`src/rtl/instruction_encoder_pkg.sv`:
```
// Shared types and field layout for the instruction encoder.
// Optional build macro ENCODER_RANGE_CHECK_EN enables operand range rejection.
package instruction_encoder_pkg;

  typedef enum logic [1:0] {
    FMT_F42  = 2'd0,
    FMT_F51  = 2'd1,
    FMT_F6   = 2'd2,
    FMT_RSVD = 2'd3
  } fmt_e;

  typedef enum logic [1:0] {
    IDLE = 2'd0,
    LOAD = 2'd1,
    DONE = 2'd2
  } state_e;

  localparam int OPC_MSB   = 9;
  localparam int OPC_LSB   = 6;
  localparam int FIELD_MSB = 5;
  localparam int WORD_W    = OPC_MSB + 1;

endpackage

```
`src/rtl/instruction_encoder_instr_pack.sv`:
```
// Combinational packing of instruction fields into a 10-bit word.
// With ENCODER_RANGE_CHECK_EN, oversized operands are flagged for rejection.
module instr_pack
  import instruction_encoder_pkg::*;
(
  input  logic [3:0]        opcode_i,
  input  fmt_e              fmt_i,
  input  logic [15:0]       operand_i,
  input  logic [1:0]        flags_i,
  output logic [WORD_W-1:0] word_o,
  output logic              rej_o
);

`ifndef ENCODER_RANGE_CHECK_EN
  logic unused_hi;
  assign unused_hi = ^operand_i[15:6];
`endif

  always_comb begin
    word_o = '0;
    rej_o  = 1'b0;
    word_o[OPC_MSB:OPC_LSB] = opcode_i;
    unique case (fmt_i)
      FMT_F42: begin
        word_o[FIELD_MSB:0] = {operand_i[3:0], flags_i};
`ifdef ENCODER_RANGE_CHECK_EN
        rej_o = |operand_i[15:4];
`endif
      end
      FMT_F51: begin
        word_o[FIELD_MSB:0] = {operand_i[4:0], flags_i[0]};
`ifdef ENCODER_RANGE_CHECK_EN
        rej_o = (|operand_i[15:5]) | flags_i[1];
`endif
      end
      FMT_F6: begin
        word_o[FIELD_MSB:0] = operand_i[5:0];
`ifdef ENCODER_RANGE_CHECK_EN
        rej_o = |operand_i[15:6];
`endif
      end
      default: rej_o = 1'b1;
    endcase
  end

endmodule

```
`src/rtl/instruction_encoder.sv`:
```
// Loads encoded instruction words sequentially into instruction memory.
// Build macro ENCODER_RANGE_CHECK_EN selects operand range rejection.
module instruction_encoder
  import instruction_encoder_pkg::*;
#(
  parameter int ADDR_W = 8,
  parameter int DEPTH  = 256
) (
  input  logic              Clock,
  input  logic              Reset_n,
  input  logic              Start,
  input  logic              InValid,
  output logic              InReady,
  input  logic [3:0]        Opcode,
  input  logic [1:0]        Format,
  input  logic [15:0]       Operand,
  input  logic [1:0]        Flags,
  input  logic              Last,
  output logic              MemWe,
  output logic [ADDR_W-1:0] MemAddr,
  output logic [WORD_W-1:0] MemData,
  output logic [ADDR_W:0]   Count,
  output logic              Busy,
  output logic              Done,
  output logic              Error
);

  localparam logic [ADDR_W:0] DEPTH_C = (ADDR_W+1)'(DEPTH);

  state_e              state_q, state_d;
  logic [ADDR_W-1:0]   addr_q, waddr_q;
  logic [ADDR_W:0]     cnt_q;
  logic [WORD_W-1:0]   wdata_q, word;
  logic                err_q, we_q;
  logic                rej, xfer, wr, fill_wr;

  instr_pack u_pack (
    .opcode_i  (Opcode),
    .fmt_i     (fmt_e'(Format)),
    .operand_i (Operand),
    .flags_i   (Flags),
    .word_o    (word),
    .rej_o     (rej)
  );

  assign xfer    = InValid & InReady;
  assign wr      = xfer & ~rej;
  assign fill_wr = wr && (cnt_q == DEPTH_C - 1'b1);

  always_ff @(posedge Clock or negedge Reset_n) begin
    if (!Reset_n) state_q <= IDLE;
    else          state_q <= state_d;
  end

  always_comb begin
    state_d = state_q;
    if (Start)
      state_d = LOAD;
    else if (state_q == LOAD && xfer && (Last || fill_wr))
      state_d = DONE;
  end

  // Start masks InReady so a coincident transfer is dropped.
  always_comb begin
    InReady = (state_q == LOAD) && (cnt_q < DEPTH_C) && !Start;
    Busy    = (state_q == LOAD);
    Done    = (state_q == DONE);
  end

  always_ff @(posedge Clock or negedge Reset_n) begin
    if (!Reset_n) begin
      addr_q  <= '0;
      cnt_q   <= '0;
      err_q   <= 1'b0;
      we_q    <= 1'b0;
      waddr_q <= '0;
      wdata_q <= '0;
    end else begin
      we_q <= wr;
      if (Start) begin
        addr_q <= '0;
        cnt_q  <= '0;
        err_q  <= 1'b0;
      end else if (xfer) begin
        if (rej) begin
          err_q <= 1'b1;
        end else begin
          addr_q  <= addr_q + 1'b1;
          cnt_q   <= cnt_q + 1'b1;
          waddr_q <= addr_q;
          wdata_q <= word;
        end
      end
    end
  end

  assign MemWe   = we_q;
  assign MemAddr = waddr_q;
  assign MemData = wdata_q;
  assign Count   = cnt_q;
  assign Error   = err_q;

endmodule

```
`config.mk`:
```
export PLATFORM = sky130hd
export DESIGN_NAME = instruction_encoder
export DESIGN_NICKNAME = d
export VERILOG_FILES = /design/src/rtl/instruction_encoder_pkg.sv /design/src/rtl/instruction_encoder_instr_pack.sv /design/src/rtl/instruction_encoder.sv
export SDC_FILE = /design/constraint.sdc
export NUM_CORES = 1
export LEC_CHECK = 0
export ABC_AREA = 1
export CORE_MARGIN = 1.5
export CORE_UTILIZATION = 48
export CTS_BUF_LIST = sky130_fd_sc_hd__clkbuf_8
export DETAILED_ROUTE_END_ITERATION = 12
export MAX_ROUTING_LAYER = met4
export PLACE_DENSITY = 0.86
export SLEW_MARGIN = 40
export SYNTH_ARGS = -nofsm -noshare
export SYNTH_HDL_FRONTEND = slang
export SYNTH_SLANG_ARGS = --single-unit
```
`constraint.sdc`:
```
create_clock -name Clock -period 1.51 [get_ports Clock]
set_clock_uncertainty 0.05 [all_clocks]
set_input_delay 0.453 -clock Clock [delete_from_list [all_inputs] [get_ports Clock]]
set_output_delay 0.453 -clock Clock [all_outputs]
set_load 0.03 [all_outputs]
```
sizes.png
Bar = 20 um.
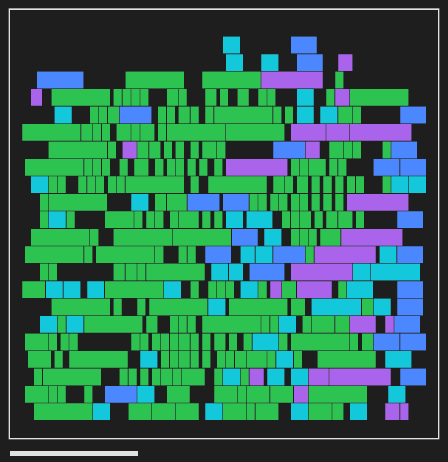
| size | color | cells |
|---|---|---|
| _3 and _4 cells | cyan | 47 |
| _0 and _1 cells | green | 232 |
| _6 and larger | blue | 24 |
| _2 cells | purple | 24 |
Final WS setup: -138 ps
number of non-clock buffers: 76
Area growth, synth to finish: 43.8%

==> CHANGELOG.md <==
### Physical design

- Met2 Track Usage GR: 42.5%
- Dpl cells: 361
- H-tree Lvls: 2
- CP peak stage delay: 420 ps
- First-pass GRT wire length: 8000 um
- Latency at later pin: 290 ps
- Fraction of registers with async set/reset: 100%
- CTS tree: built
- Reg power frac: 47.1%
- Startpoint Class: flip-flop
- Hold Slack: 57.7 ps
- Post-synthesis sequential area ratio: 50.2%
- Clock Power: 0.663 mW
- Largest net degree at the start of global routing: 40
- Post-CTS setup buffer count: 3
- GR Util met1: 26.9%
- Yosys top cell by area: dfrtp_1
- Top delay family on crit path: flip-flops
- Log Warnings: 38
- Cells along the critical path: nor4_4 -> buf_6
- Final setup fails: 3
- Logic area: 913 sq um
- Sw Pwr: 0.788 mW
- Worst-path maximum fanout: 2
- Failing checks: setup timing
- Final core utilization: 74.2%
- First-pass detailed-route iteration total: 4
- Status: finished with violations
- Final WS setup: -138 ps
- Share of cells above drive strength 1: 29.1%
- CP Capture Type: output port
- Critical path capture point: InReady
- Worst-path clk slew: 70 ps
- GRT overflow: 0
- R2R setup slack: 10 ps
- RSZ-0062 raised after global routing: true
- Grt peak-use layer: met2
- Non-clk buf share: 24.9%
- Tightest Pin Transition: 220 ps
- Leading cell kind: flip-flops and latches
- CTS Buffer Depth: 2
- Combinational power: 0.658 mW
- Cycle use final: 109%
- Switching share of total power: 31.6%
- Ao+oa area frac: 4.31%
metal_density.png
The die is cut into 13 by 13 equal tiles; dark blue is low, red is high, scaled to the fullest tile. Values are wire area over tile area, all layers added.
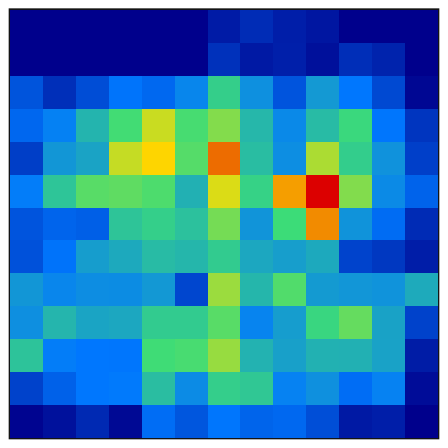
tiles over half the peak: 15%
fullest tile: 0.57
densest ninth of the die: center
nearly empty tiles: 12%
mean over tiles: 0.17
WL final: 4750 um
routed length per instance: 12.7 um
Vias: 1,905
Global Route Usage Sum: 24.5%

Power is estimated from default activity; no workload was simulated.
